### Cell placement, run 1

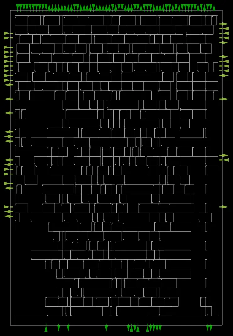
### Wiring heat map, run 1

Drawn at 4 px/um. The die is cut into 12 by 18 equal tiles; dark purple is low, yellow is high, scaled to the fullest tile. Values are wire area over tile area, all layers added.
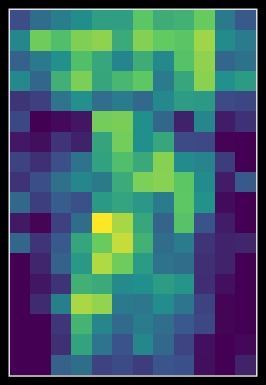
### Where the registers sit, run 1

Drawn at 4 px/um. Other sequential cells in the stronger grey, the rest of the logic in the fainter grey.
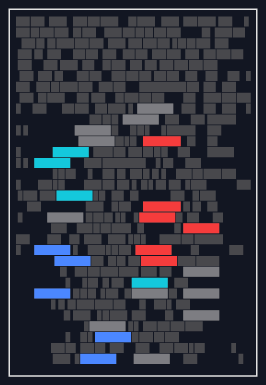
--- src/rtl/write_mem_ring_pkg.sv ---
// Shared types and constants for the write_mem_ring record writer.
`timescale 1ns/1ps
package write_mem_ring_pkg;

    typedef enum logic [5:0] {
        INIT_ST      = 6'b000001,
        WRITE_ST     = 6'b000010,
        MEMW_ST      = 6'b000100,
        TTAGW_ST     = 6'b001000,
        DROP_ST      = 6'b010000,
        WRITE_ACK_ST = 6'b100000
    } state_t;

    localparam logic MODE_ONESHOT = 1'b0;
    localparam logic MODE_RING    = 1'b1;

    localparam int DROP_CNT_W = 16;

endpackage

--- src/rtl/write_mem_ring_sat_cnt.sv ---
// Saturating up-counter with synchronous clear; clear wins over increment.
`timescale 1ns/1ps
module sat_cnt #(
    parameter int W = 8
) (
    input  logic         clk,
    input  logic         rst,
    input  logic         clr,
    input  logic         inc,
    output logic [W-1:0] cnt
);

    logic [W-1:0] cnt_q, cnt_d;

    always_comb begin
        cnt_d = cnt_q;
        if (clr) begin
            cnt_d = '0;
        end else if (inc && (cnt_q != {W{1'b1}})) begin
            cnt_d = cnt_q + W'(1);
        end
    end

    always_ff @(posedge clk or posedge rst) begin
        if (rst) begin
            cnt_q <= '0;
        end else begin
            cnt_q <= cnt_d;
        end
    end

    assign cnt = cnt_q;

endmodule

--- src/rtl/write_mem_ring.sv ---
// Record writer: NSAMP samples plus a time-tag word per 4-phase request, one-shot or ring.
// Optional drop counter enabled by defining WRITE_MEM_RING_DROP_CNT_EN.
`timescale 1ns/1ps
module write_mem_ring
    import write_mem_ring_pkg::*;
#(
    parameter int N  = 4,
    parameter int B  = 8,
    parameter int L  = 4,
    parameter int TW = 16
) (
    input  logic                  aclk,
    input  logic                  areset,
    input  logic                  start,
    input  logic [L*B-1:0]        din,
    input  logic [TW-1:0]         ttag,
    input  logic                  write,
    output logic                  write_ack,
    output logic                  mem_we,
    output logic [N-1:0]          mem_addr,
    output logic [L*B-1:0]        mem_di,
    input  logic [N-1:0]          NSAMP_REG,
    input  logic                  MODE_REG,
    output logic [N:0]            nrec,
    output logic                  wrapped,
    output logic [DROP_CNT_W-1:0] drop_cnt
);

    localparam int W = L * B;
    localparam logic [N:0] DEPTH = {1'b1, {N{1'b0}}};

    generate
        if (TW < 1 || TW > W) begin : g_tw_bad
            $error("write_mem_ring: TW must satisfy 1 <= TW <= L*B");
        end
    endgenerate

    state_t       state_q, state_d;
    logic [N:0]   addr_q, addr_d;
    logic [N-1:0] cnt_q, cnt_d;
    logic [N-1:0] nsamp_q, nsamp_d;
    logic         mode_q, mode_d;
    logic         wrapped_q, wrapped_d;

    logic         stat_clr;
    logic         nrec_inc;
    logic         drop_inc;
    logic [N:0]   len;
    logic [N:0]   free;
    logic [N:0]   addr_inc;
    logic [W-1:0] ttag_ext;

    always_comb begin
        ttag_ext          = '0;
        ttag_ext[TW-1:0]  = ttag;
    end

    // Ring mode keeps the top address bit clear so addr simply wraps at 2^N.
    always_comb begin
        len  = {1'b0, nsamp_q} + (N+1)'(1);
        free = DEPTH - addr_q;
        if (mode_q == MODE_RING) begin
            addr_inc = {1'b0, addr_q[N-1:0] + N'(1)};
        end else begin
            addr_inc = addr_q + (N+1)'(1);
        end
    end

    always_comb begin
        mem_we    = (state_q == MEMW_ST) || (state_q == TTAGW_ST);
        write_ack = (state_q == WRITE_ACK_ST);
        mem_addr  = addr_q[N-1:0];
        mem_di    = '0;
        if (state_q == MEMW_ST) begin
            mem_di = din;
        end else if (state_q == TTAGW_ST) begin
            mem_di = ttag_ext;
        end
    end

    always_comb begin
        state_d   = state_q;
        addr_d    = addr_q;
        cnt_d     = cnt_q;
        nsamp_d   = nsamp_q;
        mode_d    = mode_q;
        wrapped_d = wrapped_q;
        stat_clr  = 1'b0;
        nrec_inc  = 1'b0;
        drop_inc  = 1'b0;

        unique case (state_q)
            INIT_ST: begin
                addr_d  = '0;
                cnt_d   = '0;
                nsamp_d = NSAMP_REG;
                mode_d  = MODE_REG;
                if (start) begin
                    state_d   = WRITE_ST;
                    stat_clr  = 1'b1;
                    wrapped_d = 1'b0;
                end
            end
            WRITE_ST: begin
                cnt_d = '0;
                if (!start) begin
                    state_d = INIT_ST;
                end else if (write) begin
                    if ((mode_q == MODE_ONESHOT) && (len > free)) begin
                        state_d = DROP_ST;
                    end else if (nsamp_q == '0) begin
                        state_d = TTAGW_ST;
                    end else begin
                        state_d = MEMW_ST;
                    end
                end
            end
            MEMW_ST: begin
                addr_d = addr_inc;
                cnt_d  = cnt_q + N'(1);
                if (cnt_q == nsamp_q - N'(1)) begin
                    state_d = TTAGW_ST;
                end
            end
            TTAGW_ST: begin
                addr_d   = addr_inc;
                nrec_inc = 1'b1;
                state_d  = WRITE_ACK_ST;
            end
            DROP_ST: begin
                drop_inc = 1'b1;
                state_d  = WRITE_ACK_ST;
            end
            WRITE_ACK_ST: begin
                if (!write) begin
                    state_d = WRITE_ST;
                end
            end
            default: begin
                state_d = INIT_ST;
            end
        endcase

        // Writing the last location in ring mode means the next write overwrites address 0.
        if (mem_we && (mode_q == MODE_RING) && (addr_q[N-1:0] == {N{1'b1}})) begin
            wrapped_d = 1'b1;
        end
    end

    always_ff @(posedge aclk or posedge areset) begin
        if (areset) begin
            state_q   <= INIT_ST;
            addr_q    <= '0;
            cnt_q     <= '0;
            nsamp_q   <= '0;
            mode_q    <= MODE_ONESHOT;
            wrapped_q <= 1'b0;
        end else begin
            state_q   <= state_d;
            addr_q    <= addr_d;
            cnt_q     <= cnt_d;
            nsamp_q   <= nsamp_d;
            mode_q    <= mode_d;
            wrapped_q <= wrapped_d;
        end
    end

    assign wrapped = wrapped_q;

    sat_cnt #(.W(N + 1)) u_nrec_cnt (
        .clk (aclk),
        .rst (areset),
        .clr (stat_clr),
        .inc (nrec_inc),
        .cnt (nrec)
    );

`ifdef WRITE_MEM_RING_DROP_CNT_EN
    sat_cnt #(.W(DROP_CNT_W)) u_drop_cnt (
        .clk (aclk),
        .rst (areset),
        .clr (stat_clr),
        .inc (drop_inc),
        .cnt (drop_cnt)
    );
`else
    assign drop_cnt = '0;
    logic unused_drop;
    assign unused_drop = drop_inc;
`endif

endmodule
--- config.mk ---
export PLATFORM = sky130hd
export DESIGN_NAME = write_mem_ring
export DESIGN_NICKNAME = d
export VERILOG_FILES = /design/src/rtl/write_mem_ring_pkg.sv /design/src/rtl/write_mem_ring_sat_cnt.sv /design/src/rtl/write_mem_ring.sv
export SDC_FILE = /design/constraint.sdc
export NUM_CORES = 1
export LEC_CHECK = 0
export ABC_CLOCK_PERIOD_IN_PS = 2500
export CAP_MARGIN = 15
export CORE_ASPECT_RATIO = 1.5
export CORE_UTILIZATION = 39
export DETAILED_ROUTE_END_ITERATION = 16
export GPL_TIMING_DRIVEN = 1
export PLACE_DENSITY = 0.83
export SLEW_MARGIN = 10
export SYNTH_ARGS = -nofsm -noshare
export SYNTH_HDL_FRONTEND = slang
export SYNTH_SLANG_ARGS = --single-unit
--- constraint.sdc ---
create_clock -name aclk -period 2.5 [get_ports aclk]
set_clock_uncertainty 0.1 [all_clocks]
set_input_delay 0.25 -clock aclk [delete_from_list [all_inputs] [get_ports aclk]]
set_output_delay 0.25 -clock aclk [all_outputs]
set_load 0.01 [all_outputs]
==> impl_metrics.tcl, run 1 <==
# implementation run metrics
set metrics [dict create \
    port-buffer-count 100 \
    worst_r2r_path_depth 10 \
    synthCells 227 \
    dr.pass1.iters 4 \
    clk_latency_ns 0.28 \
    grt_util_met2 0.357 \
    r2r_slack_ns 0.17 \
    top_usage_layer "met2" \
    met1_length_um 2540 \
    final_cell_mix "70 x clkdlybuf4s50_1, 24 x dfrtp_1, 17 x a22o_1" \
    max_slew.worst_pin.slew_ns 0.521 \
    cp_slowest_cell "or4_4" \
    pin_count 117 \
    clk_pin_slew_ns 0.10 \
    setup_viol 0 \
    setup_ws_ns 0.0846 \
    yosys.cell_types.count 48 \
    final_common_cell "clkdlybuf4s50_1" \
    synth-async-reset-ratio 1.00 \
    clkSinkCount 26 \
    maxSlewHeadroom 0.650 \
    place_hpwl_um 4570 \
    syn_to_final_growth_pct 59.6 \
    grt_usage 0.217 \
    period_used_share 0.966 \
    syn_area_per_cell_um2 9.13 \
    grt_pass1_vias 1901 \
    crit_path_cell_trace "or4_4 -> nor3b_2 -> clkdlybuf4s50_1" \
    met2_wirelength_um 3170 \
    hp-class "primary input to asynchronous set/reset pin" \
    synth-seq-cells 26 \
    layout.nets 405 \
    warning_count 30 \
    gp_congestion 0.838 \
    htreeDepth 1 \
    fp_util 0.405 \
    drtIter0Drc 81 \
    ys.flop_type "dfrtp_1" \
    die_y_um 91.3 \
    ys_seq_frac 0.314 \
    postLayoutCellArea_um2 3310 \
    cts_made_buffers 3 \
    finalPower_mw 2.00 \
    ys_warn_count 0 \
    hold_viol_final 0 \
    leakage_nw 1.76 \
    ys_area_um2 2070 \
    drt-vias-per-instance 4.96 \
    synth-edff-count 0 \
    drive_gt1_frac 0.132 \
    pre_cts_ws_ns 0.117 \
    timing.rr.start "addr_q[1]" \
    holdWs_ns 0.211 \
    status "complete, no violations" \
    antennaDiodeCount 0 \
    ctsLongestPathBuffers 2 \
    r2r-end "state_q[2]" \
    dr_total_vias 1995 \
    topRoutingLayerUsed "met4" \
    wl_met3_um 238 \
    power-per-cell-area_nw_per_um2 605 \
    grt_max_degree 27 \
    antenna_found_initial 0 \
    fmax_ghz 0.414 \
    synth_area_um2 2070 \
    overflow 0 \
    endpoint_kind "output port" \
    startpoint_type "flop" \
    cts_tree "built" \
    grt_pass1_wl_um 9180 \
    chipArea_um2 5620 \
    avgRoutedWirePerCell_um 15.0 \
    arrival_ns 2.07 \
    rsz0062_at_grt "false" \
    ir_worst_vdd_uv 587 \
    ant_nets 0 \
    postCtsHoldBufs 0 \
    path_max_fanout 7 \
    fin_util 0.646 \
    drc_errors 0 \
    die-width_um 61.5 \
    wl_um 6050 \
    ys_cells 227 \
    placed_area_um2 3110 \
    use_met1 0.280 \
    placementRows 32 \
]
Notes on 'Cell placement' above:
fraction of area in registers: 0.197
Layout fillers: 433
Core Area: 5120 um^2

Notes on 'Wiring heat map' above:
mean over tiles	0.17
tiles over half the peak	32%
densest ninth of the die	middle
emptiest ninth of the die	bottom right

Notes on 'Where the registers sit' above:
colour	name in the netlist	sequential cells	where
blue	`addr_q`	5	bottom left
red	`state_q`	6	middle
cyan	`nsamp_q`	4	left middle
not coloured	11

[run 1: power breakdown]
| group | leakage [nW] | switching [mW] | internal (mW) |
|---|---|---|---|
| Clock | 0.0357 | 0.139 | 0.215 |
| Combinational | 1.38 | 0.526 | 0.518 |
| Sequential | 0.347 | 0.108 | 0.496 |
[run 1: cell usage after synthesis, types with 3 or more instances]
| cell type | number | share of area |
|---|---|---|
| xnor2_1 | 4 | 0.017 |
| nand4_1 | 6 | 0.018 |
| nand3_1 | 5 | 0.012 |
| clkbuf_1 | 5 | 0.0091 |
| nor3_1 | 5 | 0.012 |
| nor2_1 | 9 | 0.016 |
| nand2_1 | 15 | 0.027 |
| a22o_1 | 17 | 0.072 |
| ha_1 | 13 | 0.078 |
| and2_1 | 16 | 0.048 |
| inv_1 | 11 | 0.020 |
| xor2_1 | 11 | 0.046 |
| a21oi_1 | 8 | 0.019 |
| mux2_2 | 3 | 0.016 |
| dfrtp_1 | 25 | 0.30 |
| o21ai_0 | 14 | 0.034 |
| buf_4 | 20 | 0.072 |
[run 1: worst max-delay path: cells and delay by family, from the launching register on]
| kind | cells | cell delay, ns |
|---|---|---|
| buf+inv | 1 | 0.56 |
| simple gates | 2 | 0.79 |
| flops | 1 | 0.45 |
[run 1: layout make-up]
class / instances / area, um^2 / area share
inverter: 11 / 41.3 / 0.0125
clock buffer: 3 / 41.3 / 0.0125
timing repair buffer: 116 / 1190 / 0.359
tap: 68 / 85.1 / 0.0257
sequential: 26 / 653 / 0.197
multi-input combinational: 177 / 1270 / 0.384
clock inverter: 1 / 30.0 / 0.00908
[run 1: what timing repair did]
action,in CTS,in global routing
resized,18,19
setup buffers,4,1
gates cloned,1,0
pin swaps,3,1
setup endpoints to repair,33,19
[run 1: state kept, by name, summed over array words and instances (netlist names)]
name and count:
mode_q 1, state_q 6, nsamp_q 4, addr_q 5, cnt_q 4, wrapped 1
u_nrec_cnt.cnt 5
[run 1: through the flow]
step           cells  TNS [ns]
6_report         402         0
5_1_grt          402         0
4_1_cts          401  -0.00207
3_5_place_dp     392         0
3_3_place_gp     392         0
2_1_floorplan    242         0
[run 1: cell families after synthesis]
| group | Yosys count | share of synthesized area |
|---|---|---|
| AND-OR/OR-AND | 53 | 0.179 |
| XOR/XNOR | 15 | 0.0634 |
| adder cells (fa/ha/maj) | 13 | 0.0785 |
| buffers and inverters | 39 | 0.112 |
| flip-flops | 26 | 0.314 |
| multiplexers | 5 | 0.0284 |
| other | 1 | 0.00181 |
| AND/OR/NAND/NOR | 75 | 0.223 |
[run 1: worst max-delay path by stage]
stage / start / endpoint / slack (ns) / cells past startpoint
after detailed placement: state_q[0] / mem_we / 0.12 / 5
after floorplan: addr_q[0] / state_q[2] / 0.35 / 10
after CTS: state_q[5] / mem_di[11] / -0.002 / 4
after global routing: state_q[4] / mem_di[27] / 0.01 / 5
final: state_q[1] / write_ack / 0.08 / 3
after global placement: state_q[0] / mem_we / 0.16 / 5
## Run 2: what changed since run 1
--- a/config.mk
+++ b/config.mk
@@ -5,13 +5,14 @@
 export SDC_FILE = /design/constraint.sdc
 export NUM_CORES = 1
 export LEC_CHECK = 0
-export ABC_CLOCK_PERIOD_IN_PS = 2500
+export ABC_AREA = 1
+export ABC_CLOCK_PERIOD_IN_PS = 3000
 export CAP_MARGIN = 15
 export CORE_ASPECT_RATIO = 1.5
-export CORE_UTILIZATION = 39
+export CORE_UTILIZATION = 44
 export DETAILED_ROUTE_END_ITERATION = 16
 export GPL_TIMING_DRIVEN = 1
-export PLACE_DENSITY = 0.83
+export PLACE_DENSITY = 0.89
 export SLEW_MARGIN = 10
 export SYNTH_ARGS = -nofsm -noshare
 export SYNTH_HDL_FRONTEND = slang
==> constraint.sdc (replaced) <==
create_clock -name aclk -period 3 [get_ports aclk]
set_clock_uncertainty 0.1 [all_clocks]
set_input_delay 0.3 -clock aclk [delete_from_list [all_inputs] [get_ports aclk]]
set_output_delay 0.3 -clock aclk [all_outputs]
set_load 0.01 [all_outputs]
### Where the registers sit, run 2

Drawn at 4 px/um. Other sequential cells in the stronger grey, the rest of the logic in the fainter grey.
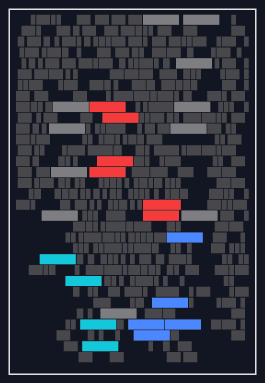
colour	name in the netlist	sequential cells
cyan	`nsamp_q`	4
red	`state_q`	6
blue	`addr_q`	5
not coloured	11

### Cell placement, run 2

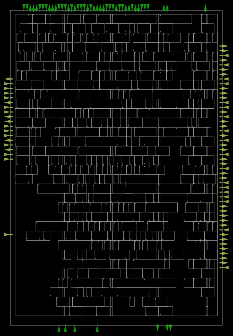
Layout fillers: 434
Seq cells: 26
Final Non-Filler Cells: 493
final core utilization: 0.653
Core Area: 5080 um^2

==> run 2 against run 1 <==
Compared with the run above:
- setup slack better by 0.39 ns
- clock power is 35% lower
- cell count is 23% higher
- largest cell class unchanged
- critical endpoint is now mem_di[8]
==> impl_metrics.tcl, run 2 <==
# implementation run metrics
set metrics [dict create \
    status "complete, no violations" \
    final_cell_mix "100 x clkdlybuf4s50_1, 68 x inv_1, 57 x nand2_1" \
    grt_pass1_wl_um 9250 \
    ys_seq_frac 0.281 \
    synth-seq-cells 26 \
    r2r_slack_ns 0.72 \
    root_buffer "clkbuf_8" \
    drive_gt1_frac 0.0706 \
    warning_count 29 \
    final_common_cell "clkdlybuf4s50_1" \
    synth-edff-count 0 \
    pin_count 117 \
    layout.nets 496 \
    chipArea_um2 5560 \
    die-width_um 61.2 \
    post-route-min-period_ns 2.53 \
    dr_total_vias 2350 \
    top_cell "inv_1" \
    yosysTopAreaCell "dfrtp_1" \
    clkSinkCount 26 \
    finalPower_mw 1.70 \
    cp_slowest_cell "clkdlybuf4s50_1" \
    grt_usage 0.214 \
    synth.top_cells.by_count "68 x inv_1, 57 x nand2_1, 42 x nor2_1" \
    synth_area_um2 2320 \
    fp_util 0.455 \
    overflow 0 \
    yosys.cell_types.count 35 \
    ant_nets 0 \
    dr.pass1.iters 4 \
    setup_viol 0 \
    ctsLongestPathBuffers 2 \
    arrival_ns 2.13 \
    cpPeakStageDelay_ns 0.59 \
    drtIter0Drc 28 \
    cts-resized-gates 0 \
    htreeDepth 1 \
    syn_area_per_cell_um2 7.00 \
    cts_made_buffers 3 \
    r2r-end "state_q[4]" \
    wl_um 5670 \
    die_y_um 90.9 \
    crit_type "flop to output port" \
    antennaDiodeCount 0 \
    synthCells 331 \
    postCtsHoldBufs 0 \
    path_max_fanout 21 \
    gp_congestion 0.874 \
    syn_to_final_growth_pct 43.3 \
    hold_viol_final 0 \
    timing.rr.start "addr_q[0]" \
    startpoint_type "flop" \
    cts_setup_buffers 0 \
    cp_num_buf_inv 2 \
    worstPathRequired_ns 2.60 \
    worst_r2r_path_depth 12 \
    clk_latency_ns 0.27 \
    ys_cells 331 \
    leakage_nw 1.63 \
    cts_tree "built" \
    cp_top_family "buffers and inverters" \
    fmax_ghz 0.395 \
    synth_top_area_share 0.270 \
    drv_cap 0 \
    antenna_found_initial 0 \
    holdWs_ns 0.283 \
    place_hpwl_um 4640 \
    fin_tns_setup_ns 0 \
    rsz0062_at_grt "false" \
    grt_max_degree 27 \
    synth-async-reset-ratio 1.00 \
    ys.flop_type "dfrtp_1" \
    avgRoutedWirePerCell_um 11.5 \
    ir_worst_vdd_uv 307 \
    ys_warn_count 0 \
    drt-vias-per-instance 4.77 \
    ys_area_um2 2320 \
    cp-startpoint "state_q[4]" \
    port-buffer-count 100 \
    hp-class "primary input to asynchronous set/reset pin" \
    grt_pass1_vias 2189 \
    clk_pin_slew_ns 0.09 \
    drc_errors 0 \
    slew_violations 0 \
    largest_reg_flops 6 \
    post-place-cells 489 \
    period_used_share 0.843 \
    power-per-cell-area_nw_per_um2 511 \
    largest_register "state_q" \
    cp.depth 6 \
    topCellsByArea "dfrtp_1 27%, inv_1 11%, nand2_1 9.2%" \
    crit_path_cell_trace "nor2_4 -> nand3_2 -> inv_2 -> nand2_1 -> o21ai_0 -> clkdlybuf4s50_1" \
    placementRows 32 \
    endpoint_kind "output port" \
]
### PDN straps and rails, run 2

Drawn at 4 px/um. Pins as bars on the die edge.
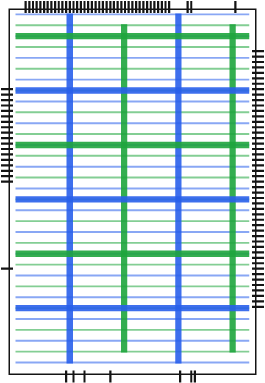
colour	net
green	VDD
blue	VSS
rows	32
met5 straps	6
met4 straps	4
signal pins	117

run 2: netlist changes by cell type in the layout (fill, tap and decap cells not counted), moves of 4 or more:
cell | previous run | this run
nor2_1 | 7 | 42
buf_4 | 13 | 2
and2_1 | 16 | 0
inv_2 | 0 | 4
dlygate4sd2_1 | 16 | 0
dlymetal6s2s_1 | 14 | 0
nand2_1 | 15 | 57
o21ai_0 | 14 | 22
xor2_1 | 11 | 7
inv_1 | 11 | 68
nand3_1 | 5 | 14
clkdlybuf4s50_1 | 70 | 100
a22o_1 | 17 | 0
run 2: power by group:
part | internal [mW] | total (mW) | leakage (nW) | switching [mW]
sequential | 0.423 | 0.507 | 0.343 | 0.0843
clock | 0.117 | 0.231 | 0.0288 | 0.113
combinational | 0.407 | 0.959 | 1.26 | 0.552
total | 0.947 | 1.70 | 1.63 | 0.749
run 2: worst reg2reg max path, delay by kind of cell (launching register included):
kind / cells / cell delay, ns
xor+xnor: 1 / 0.16
fa+ha+maj: 2 / 0.50
buf+inv: 1 / 0.14
flops: 1 / 0.45
simple gates: 8 / 0.88
run 2: final cells by class:
cell class | count | area (um^2) | area share
Clock buffer | 4 | 55.1 | 0.0166
Timing Repair Buffer | 102 | 1020 | 0.306
Sequential cell | 26 | 652 | 0.196
Inverter | 72 | 270 | 0.0814
Tap cell | 68 | 85.1 | 0.0256
Multi-Input combinational cell | 221 | 1240 | 0.374
run 2: how the worst max path moves through the flow:
stage | end | slack [ns]
floorplan | state_q[4] | 0.99
global placement | mem_di[4] | 0.84
detailed placement | state_q[4] | 0.78
CTS | mem_di[8] | 0.50
global route | mem_di[8] | 0.36
finish | mem_di[8] | 0.47
run 2: cell families (layout without fill, tap and decap cells):
family / count (synthesis) / after routing / share of synthesized area
buffers and inverters: 99 / 178 / 0.207
xor gates and xnor gates: 10 / 10 / 0.0378
AOI/OAI and AO/OA: 40 / 40 / 0.0999
other: 1 / 16 / 0.00162
adders and majority gates: 13 / 13 / 0.0702
and+or+nand+nor: 142 / 142 / 0.301
DFF: 26 / 26 / 0.281
run 2: stage by stage:
step                      worst slack [ns]  instance area (um^2)
after floorplan                      0.994                  2370
after global placement               0.845                  3260
after detailed placement             0.783                  3260
after CTS                            0.499                  3320
after global routing                 0.359                  3320
final                                0.470                  3320
run 2: layer usage:
layer,share of wire,track usage,wire length [um],up-vias
li1,-,-,-,1170
met1,0.36,0.217,2060,1085
met2,0.57,0.410,3200,89
met3,0.057,0.0244,321,6
met4,0.014,0.0814,77,0
met5,0,0,0,-
Power and IR drop assume default switching activity.
